**Sequential cells colored by netlist name**

Bar = 50 um. Other sequential cells in the stronger gray, the rest of the logic in the fainter gray.
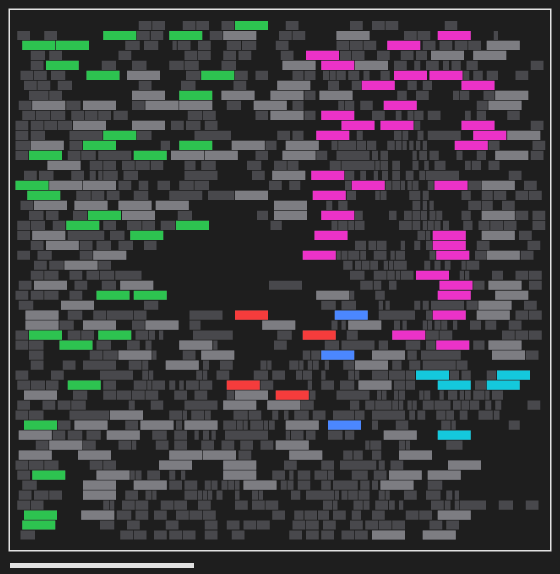
**Drive-strength map**

Bar = 50 um.
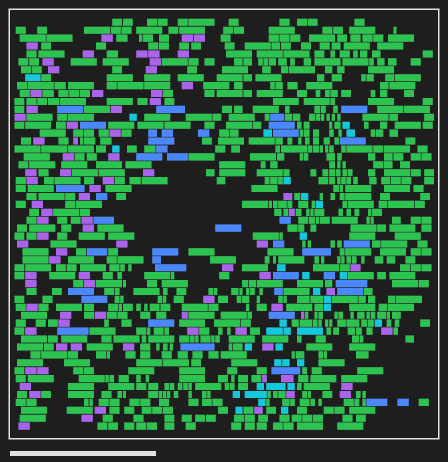
**Clock wires, drivers and flops**

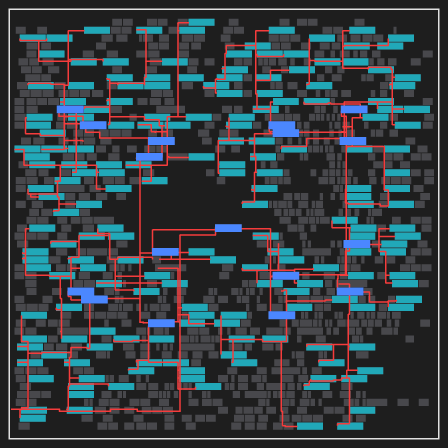
**Wire density map**

The die is cut into 29 by 29 equal tiles; dark blue is low, red is high, scaled to the fullest tile. Values are wire area over tile area, all layers added.
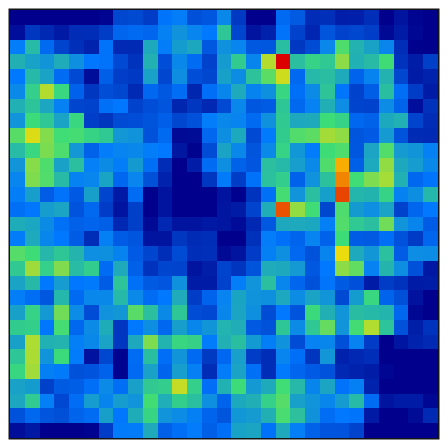
**Cell placement**

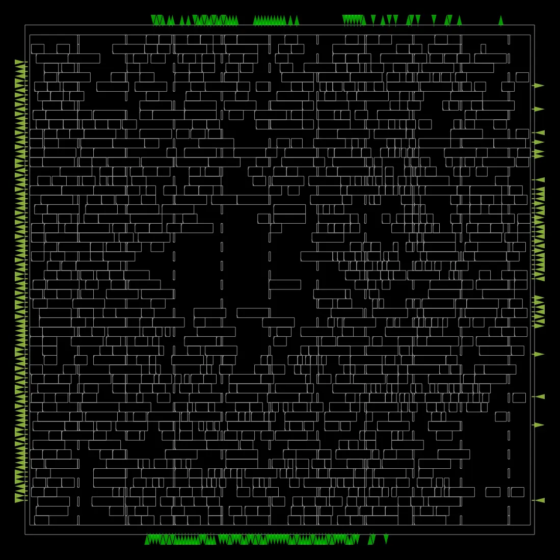
File: src/rtl/mem_access_stage_if.sv
// Data-memory request/acknowledge bus between the MEM stage (master) and memory (slave).
// Read data is valid in the same cycle as mem_ack_i.
interface mem_access_stage_if;
   logic        mem_req_o;
   logic        mem_we_o;
   logic [31:0] mem_addr_o;
   logic [3:0]  mem_be_o;
   logic [31:0] mem_wdata_o;
   logic        mem_ack_i;
   logic [31:0] mem_rdata_i;

   modport master (
      output mem_req_o, mem_we_o, mem_addr_o, mem_be_o, mem_wdata_o,
      input  mem_ack_i, mem_rdata_i
   );

   modport slave (
      input  mem_req_o, mem_we_o, mem_addr_o, mem_be_o, mem_wdata_o,
      output mem_ack_i, mem_rdata_i
   );
endinterface

File: src/rtl/mem_access_stage.sv
// RV32 MEM stage: drives the data bus for loads/stores, extends load data and registers MEM/WB.
// Holds the upstream pipeline while an access is outstanding; flags misaligned access and timeout.
module mem_access_stage #(
   parameter int TIMEOUT = 16,
   parameter int CNT_W   = 5
) (
   input  logic                clk_i,
   input  logic                rst_i,
   input  logic                RegWrite_i,
   input  logic                MemReg_i,
   input  logic                MemRead_i,
   input  logic                MemWrite_i,
   input  logic [2:0]          funct3_i,
   input  logic [31:0]         ALUResult_i,
   input  logic [31:0]         MemData_i,
   input  logic [4:0]          rd_addr_i,
   output logic                stall_o,
   mem_access_stage_if.master  bus,
   output logic                RegWrite_o,
   output logic                MemReg_o,
   output logic [4:0]          rd_addr_o,
   output logic [31:0]         ALUResult_o,
   output logic [31:0]         ReadData_o,
   output logic                err_o
);

   localparam logic [1:0] S_IDLE = 2'd0;
   localparam logic [1:0] S_BUSY = 2'd1;
   localparam logic [1:0] S_DONE = 2'd2;

   logic [1:0]       state_q;
   logic [CNT_W-1:0] cnt_q;
   logic             abort_q;
   logic [31:0]      rdata_q;
   logic             we_q;
   logic [31:0]      addr_q;
   logic [31:0]      wdata_q;
   logic [3:0]       be_q;
   logic [2:0]       f3_q;
   logic [1:0]       off_q;
   logic             access;
   logic             legal;
   logic             start;

   function automatic logic [3:0] store_be(input logic [2:0] f3, input logic [1:0] a);
      case (f3[1:0])
         2'b00:   return 4'b0001 << a;
         2'b01:   return a[1] ? 4'b1100 : 4'b0011;
         default: return 4'b1111;
      endcase
   endfunction

   function automatic logic [31:0] store_wdata(input logic [2:0] f3, input logic [31:0] d);
      case (f3[1:0])
         2'b00:   return {4{d[7:0]}};
         2'b01:   return {2{d[15:0]}};
         default: return d;
      endcase
   endfunction

   function automatic logic [31:0] load_ext(input logic [2:0] f3, input logic [1:0] a,
                                            input logic [31:0] d);
      logic [15:0] lane;
      lane = 16'(d >> {a, 3'b000});
      case (f3)
         3'b000:  return {{24{lane[7]}}, lane[7:0]};
         3'b100:  return {24'd0, lane[7:0]};
         3'b001:  return {{16{lane[15]}}, lane[15:0]};
         3'b101:  return {16'd0, lane[15:0]};
         default: return d;
      endcase
   endfunction

   always_comb begin
      access = MemRead_i | MemWrite_i;
      case (funct3_i)
         3'b000, 3'b100: legal = 1'b1;
         3'b001, 3'b101: legal = ~ALUResult_i[0];
         3'b010:         legal = (ALUResult_i[1:0] == 2'b00);
         default:        legal = 1'b0;
      endcase
      start = (state_q == S_IDLE) & access & legal;
   end

   // Gated by reset so the upstream pipeline is released the instant reset asserts.
   assign stall_o         = rst_i & (start | (state_q == S_BUSY));
   assign bus.mem_req_o   = (state_q == S_BUSY);
   assign bus.mem_we_o    = we_q;
   assign bus.mem_addr_o  = addr_q;
   assign bus.mem_be_o    = be_q;
   assign bus.mem_wdata_o = wdata_q;

   always_ff @(posedge clk_i or negedge rst_i) begin
      if (!rst_i) begin
         state_q     <= S_IDLE;
         cnt_q       <= '0;
         abort_q     <= 1'b0;
         rdata_q     <= '0;
         we_q        <= 1'b0;
         addr_q      <= '0;
         wdata_q     <= '0;
         be_q        <= '0;
         f3_q        <= '0;
         off_q       <= '0;
         RegWrite_o  <= 1'b0;
         MemReg_o    <= 1'b0;
         rd_addr_o   <= '0;
         ALUResult_o <= '0;
         ReadData_o  <= '0;
         err_o       <= 1'b0;
      end else begin
         err_o <= 1'b0;
         case (state_q)
            S_IDLE: begin
               if (start) begin
                  // Both MemRead and MemWrite set is treated as a load.
                  RegWrite_o <= 1'b0;
                  state_q    <= S_BUSY;
                  cnt_q      <= '0;
                  abort_q    <= 1'b0;
                  addr_q     <= {ALUResult_i[31:2], 2'b00};
                  we_q       <= ~MemRead_i;
                  be_q       <= MemRead_i ? 4'b1111 : store_be(funct3_i, ALUResult_i[1:0]);
                  wdata_q    <= store_wdata(funct3_i, MemData_i);
                  f3_q       <= funct3_i;
                  off_q      <= ALUResult_i[1:0];
               end else begin
                  RegWrite_o  <= RegWrite_i & ~access;
                  MemReg_o    <= MemReg_i;
                  rd_addr_o   <= rd_addr_i;
                  ALUResult_o <= ALUResult_i;
                  ReadData_o  <= '0;
                  err_o       <= access;
               end
            end
            S_BUSY: begin
               RegWrite_o <= 1'b0;
               cnt_q      <= cnt_q + 1'b1;
               if (bus.mem_ack_i) begin
                  rdata_q <= we_q ? 32'd0 : load_ext(f3_q, off_q, bus.mem_rdata_i);
                  state_q <= S_DONE;
               end else if (cnt_q == CNT_W'(TIMEOUT - 1)) begin
                  abort_q <= 1'b1;
                  rdata_q <= '0;
                  state_q <= S_DONE;
               end
            end
            S_DONE: begin
               RegWrite_o  <= RegWrite_i & ~abort_q;
               MemReg_o    <= MemReg_i;
               rd_addr_o   <= rd_addr_i;
               ALUResult_o <= ALUResult_i;
               ReadData_o  <= rdata_q;
               err_o       <= abort_q;
               abort_q     <= 1'b0;
               state_q     <= S_IDLE;
            end
            default: state_q <= S_IDLE;
         endcase
      end
   end

endmodule

File: src/flat_wrapper.sv
// flat-port wrapper written by rule: the top's interface ports become plain ports
module mem_access_stage_flat 
#(
   parameter int TIMEOUT = 16,
   parameter int CNT_W   = 5
)
  (clk_i, rst_i, RegWrite_i, MemReg_i, MemRead_i, MemWrite_i, funct3_i, ALUResult_i, MemData_i, rd_addr_i, stall_o, RegWrite_o, MemReg_o, rd_addr_o, ALUResult_o, ReadData_o, err_o, bus_mem_req_o, bus_mem_we_o, bus_mem_addr_o, bus_mem_be_o, bus_mem_wdata_o, bus_mem_ack_i, bus_mem_rdata_i);
  mem_access_stage_if bus_i ();
  input  logic clk_i;
  input  logic rst_i;
  input  logic RegWrite_i;
  input  logic MemReg_i;
  input  logic MemRead_i;
  input  logic MemWrite_i;
  input  logic [2:0] funct3_i;
  input  logic [31:0] ALUResult_i;
  input  logic [31:0] MemData_i;
  input  logic [4:0] rd_addr_i;
  output logic stall_o;
  output logic RegWrite_o;
  output logic MemReg_o;
  output logic [4:0] rd_addr_o;
  output logic [31:0] ALUResult_o;
  output logic [31:0] ReadData_o;
  output logic err_o;
  output wire logic [$bits(bus_i.mem_req_o)-1:0] bus_mem_req_o;
  output wire logic [$bits(bus_i.mem_we_o)-1:0] bus_mem_we_o;
  output wire logic [$bits(bus_i.mem_addr_o)-1:0] bus_mem_addr_o;
  output wire logic [$bits(bus_i.mem_be_o)-1:0] bus_mem_be_o;
  output wire logic [$bits(bus_i.mem_wdata_o)-1:0] bus_mem_wdata_o;
  input wire logic [$bits(bus_i.mem_ack_i)-1:0] bus_mem_ack_i;
  input wire logic [$bits(bus_i.mem_rdata_i)-1:0] bus_mem_rdata_i;
  assign bus_mem_req_o = bus_i.mem_req_o;
  assign bus_mem_we_o = bus_i.mem_we_o;
  assign bus_mem_addr_o = bus_i.mem_addr_o;
  assign bus_mem_be_o = bus_i.mem_be_o;
  assign bus_mem_wdata_o = bus_i.mem_wdata_o;
  assign bus_i.mem_ack_i = bus_mem_ack_i;
  assign bus_i.mem_rdata_i = bus_mem_rdata_i;
  mem_access_stage #(.TIMEOUT(TIMEOUT), .CNT_W(CNT_W)) u_core (.clk_i(clk_i), .rst_i(rst_i), .RegWrite_i(RegWrite_i), .MemReg_i(MemReg_i), .MemRead_i(MemRead_i), .MemWrite_i(MemWrite_i), .funct3_i(funct3_i), .ALUResult_i(ALUResult_i), .MemData_i(MemData_i), .rd_addr_i(rd_addr_i), .stall_o(stall_o), .bus(bus_i), .RegWrite_o(RegWrite_o), .MemReg_o(MemReg_o), .rd_addr_o(rd_addr_o), .ALUResult_o(ALUResult_o), .ReadData_o(ReadData_o), .err_o(err_o));
endmodule
File: config.mk
export PLATFORM = sky130hd
export DESIGN_NAME = mem_access_stage_flat
export DESIGN_NICKNAME = d
export VERILOG_FILES = /design/src/rtl/mem_access_stage_if.sv /design/src/rtl/mem_access_stage.sv /design/src/flat_wrapper.sv
export SDC_FILE = /design/constraint.sdc
export NUM_CORES = 1
export LEC_CHECK = 0
export CAP_MARGIN = 5
export CORE_UTILIZATION = 38
export CTS_CLUSTER_DIAMETER = 60
export CTS_CLUSTER_SIZE = 28
export DETAILED_ROUTE_END_ITERATION = 8
export GPL_ROUTABILITY_DRIVEN = 0
export PLACE_DENSITY_LB_ADDON = 0.12
export SETUP_SLACK_MARGIN = 0.5
export SLEW_MARGIN = 20
export SYNTH_ARGS = -nofsm -noshare
export SYNTH_HDL_FRONTEND = slang
export SYNTH_SLANG_ARGS = --single-unit
File: constraint.sdc
create_clock -name clk_i -period 2.55 [get_ports clk_i]
set_input_delay 0.255 -clock clk_i [delete_from_list [all_inputs] [get_ports clk_i]]
set_output_delay 0.255 -clock clk_i [all_outputs]
set_load 0.02 [all_outputs]
==> deck_impl_summary.md <==
Key Metrics from the Run

Global routing
  • Met3 GRT Util: 7.52%
  • Global routing met1 resource utilization: a little over a quarter
  • First-pass GRT wire length: 36200 um
  • Routing usage on met2: ~36%

Final timing
  • Final worst-path cycle share: between 70% and 80%
  • Unrepaired setup endpoints after global routing: false
  • Fmax: 0.508 GHz
  • Setup WS post-layout: a little under 0.6 ns
  • Max-slew violation count: 0
  • Final Setup Violations: 0
  • Min Tclk post-route: approximately 2 ns
  • Final Hold Viols: 0
  • Setup TNS: 0 ns
  • Worst hold slack: between 0.3 and 0.4 ns

Pwr
  • Comb pwr share: 48.5%
  • Cell internal pwr: 9560 uW
  • Worst VDD drop: 0.000761 V
  • Sequential power: 5070 uW
  • Switching power: ~5600 uW
  • Overall power: 15200 uW
  • P_comb: 7370 uW
  • Top power group: combinational cells
  • Clock power frac: a little under a fifth
  • Switching share of total power: 37.1%
  • PwrDens: 1300 nW/um2
  • Static Leak: 0.00507 uW

Worst setup path
  • Most used cell, CP: buf_12
  • CP Buf/Inv Count: 4
  • Reg2reg start: u_core.state_q[0]$_DFFE_PN0P_
  • Kind of critical path: register to register
  • CP Capture Point: u_core.MemReg_o$_DFFE_PN0P_
  • Crit path from: u_core.state_q[0]$_DFFE_PN0P_
  • Reg2reg path depth: 7
  • CP max FO: 13

Drt
  • M1 WL: 9430 um
  • Drt wl/cell: 18.9 um
  • Via count: 6216
  • Routed wl met3: between 1500 and 2000 um
  • 1st-pass router iterations: 5
  • Routed met2 length: 11200 um
  • DRT antenna net count: 0
  • Residual DRC: 0
  • Top Layer Used: met4
  • Drt total wl: 22800 um

Floorplanning
  • Init Core Util: 39.1%
  • Die Area: 21600 um2
  • Horiz. Die Dim: roughly 150 um
  • IO Pins: ~250
  • Die Ht: 147 um

Logic synthesis
  • Syn avg cell area: 12.2 um2
  • Synth top area share: 57.6%
  • Number of enable flip-flop cells: 0
  • Xor+xnor area frac: less than 1%
  • Post-synth seq share: 57.6%
  • Synth Cell Area: 7990 um2
  • Chip Area, Yosys: 7990 um2
  • Mux frac, synth: between 10% and 20%
  • Cells after synthesis: 657
  • FFs w/ async S/R, synth: 100%
  • Number of synthesized register bits: between 150 and 200
  • Largest area contributor in the netlist: dfrtp_1
  • Post-synth area hogs: dfrtp_1 58%, mux2_2 10%, o21ai_0 4.5%

Final layout
  • Nets: 1041

Clocking
  • Clock sink total: ~180
  • CTS clk-pin slew, worst paths: 0.07 ns
  • Clk latency late pin: approximately 0.43 ns
  • Root buf cell: clkbuf_16
  • CTS tree: done

Outcome
  • Status: finished, final reports clean
-- 'sequential cells colored by netlist name' (at the start) --
legend:
  green:
    netlist_name: `u_core.bus.mem_addr_o`
    sequential_cells: 30
  cyan:
    netlist_name: `u_core.cnt_q`
    sequential_cells: 5
  magenta:
    netlist_name: `u_core.rdata_q`
    sequential_cells: 32
  blue:
    netlist_name: `u_core.f3_q`
    sequential_cells: 3
  red:
    netlist_name: `u_core.bus.mem_be_o`
    sequential_cells: 4
not colored: 110

-- 'drive-strength map' (at the start) --
legend:
  blue:
    size: drive 6 and up
    cells: 41
    most_used: clkbuf_16
  green:
    size: drive 1 or less
    cells: 779
    most_used: clkdlybuf4s50_1
  cyan:
    size: drive 3 to 4
    cells: 34
    most_used: buf_4
  purple:
    size: drive 2
    cells: 83
    most_used: mux2_2

-- 'clock wires, drivers and flops' (at the start) --
legend:
  red:
    item: clock wires
    length: 2250 um
  blue:
    item: cells driving clock nets
    count: 17
  cyan:
    item: flip-flops
    count: 184
flops lie: widely spread

-- 'wire density map' (at the start) --
nearly empty tiles: 7.5%
mean over tiles: 0.17
tiles over half the peak: 7.7%
fullest tile: 0.66

-- 'cell placement' (at the start) --
Core ar.: 20400 um2
flop count: 184
Rows: 52
non-filler instance count after layout: 1207

## cell usage in the layout, fill, tap and decap left out, drive strengths merged, types with 4 or more instances in the layout
cell / Yosys / layout
nand3: 9 / 9
nand2b: 10 / 10
dfrtp: 184 / 184
nand2: 50 / 50
clkdlybuf4s50: 0 / 248
mux2: 82 / 82
nor2: 26 / 26
a22oi: 23 / 23
nor3: 4 / 4
a21boi: 4 / 4
ha: 6 / 6
inv: 8 / 12
buf: 26 / 39
a21oi: 20 / 20
clkbuf: 18 / 20
mux2i: 34 / 34
a22o: 33 / 33
and2: 10 / 11
nand3b: 4 / 4
o21ai: 76 / 76
## metrics by stage
stage,area (um2),util (%)
after floorplan,8000,-
after global placement,10800,52.9
after detailed placement,10800,52.9
after CTS,11600,56.8
after global routing,11700,57.3
final,11700,57.3
## final cells by class
cell class / count / area, um2
clock buffers: 20 / 447
clock inverters: 12 / 164
fillers: 1759 / 8730
inverters: 8 / 30.0
multi-input cells: 423 / 3130
flip-flops and latches: 184 / 4600
well taps: 270 / 338
repair buffers: 290 / 2980
## what timing repair did
action	4_1_cts	5_1_grt
pin swaps	1	0
hold endpoints to repair	0	44
buffers inserted	8	4
hold buffers	0	1
cloned	4	0
resized	12	12
setup endpoints to repair	65	77
## registers in the layout, summed over array words and instances (netlist names)
name and count:
u_core.bus.mem_wdata_o 32, u_core.f3_q 3, u_core.bus.mem_we_o 1, u_core.bus.mem_addr_o 30, u_core.rd_addr_o 5, u_core.ReadData_o 32, u_core.err_o 1, u_core.state_q 2
u_core.off_q 2, u_core.cnt_q 5, u_core.rdata_q 32, u_core.MemReg_o 1, u_core.ALUResult_o 32, u_core.bus.mem_be_o 4, u_core.RegWrite_o 1, u_core.abort_q 1
Power and IR drop assume default switching activity.
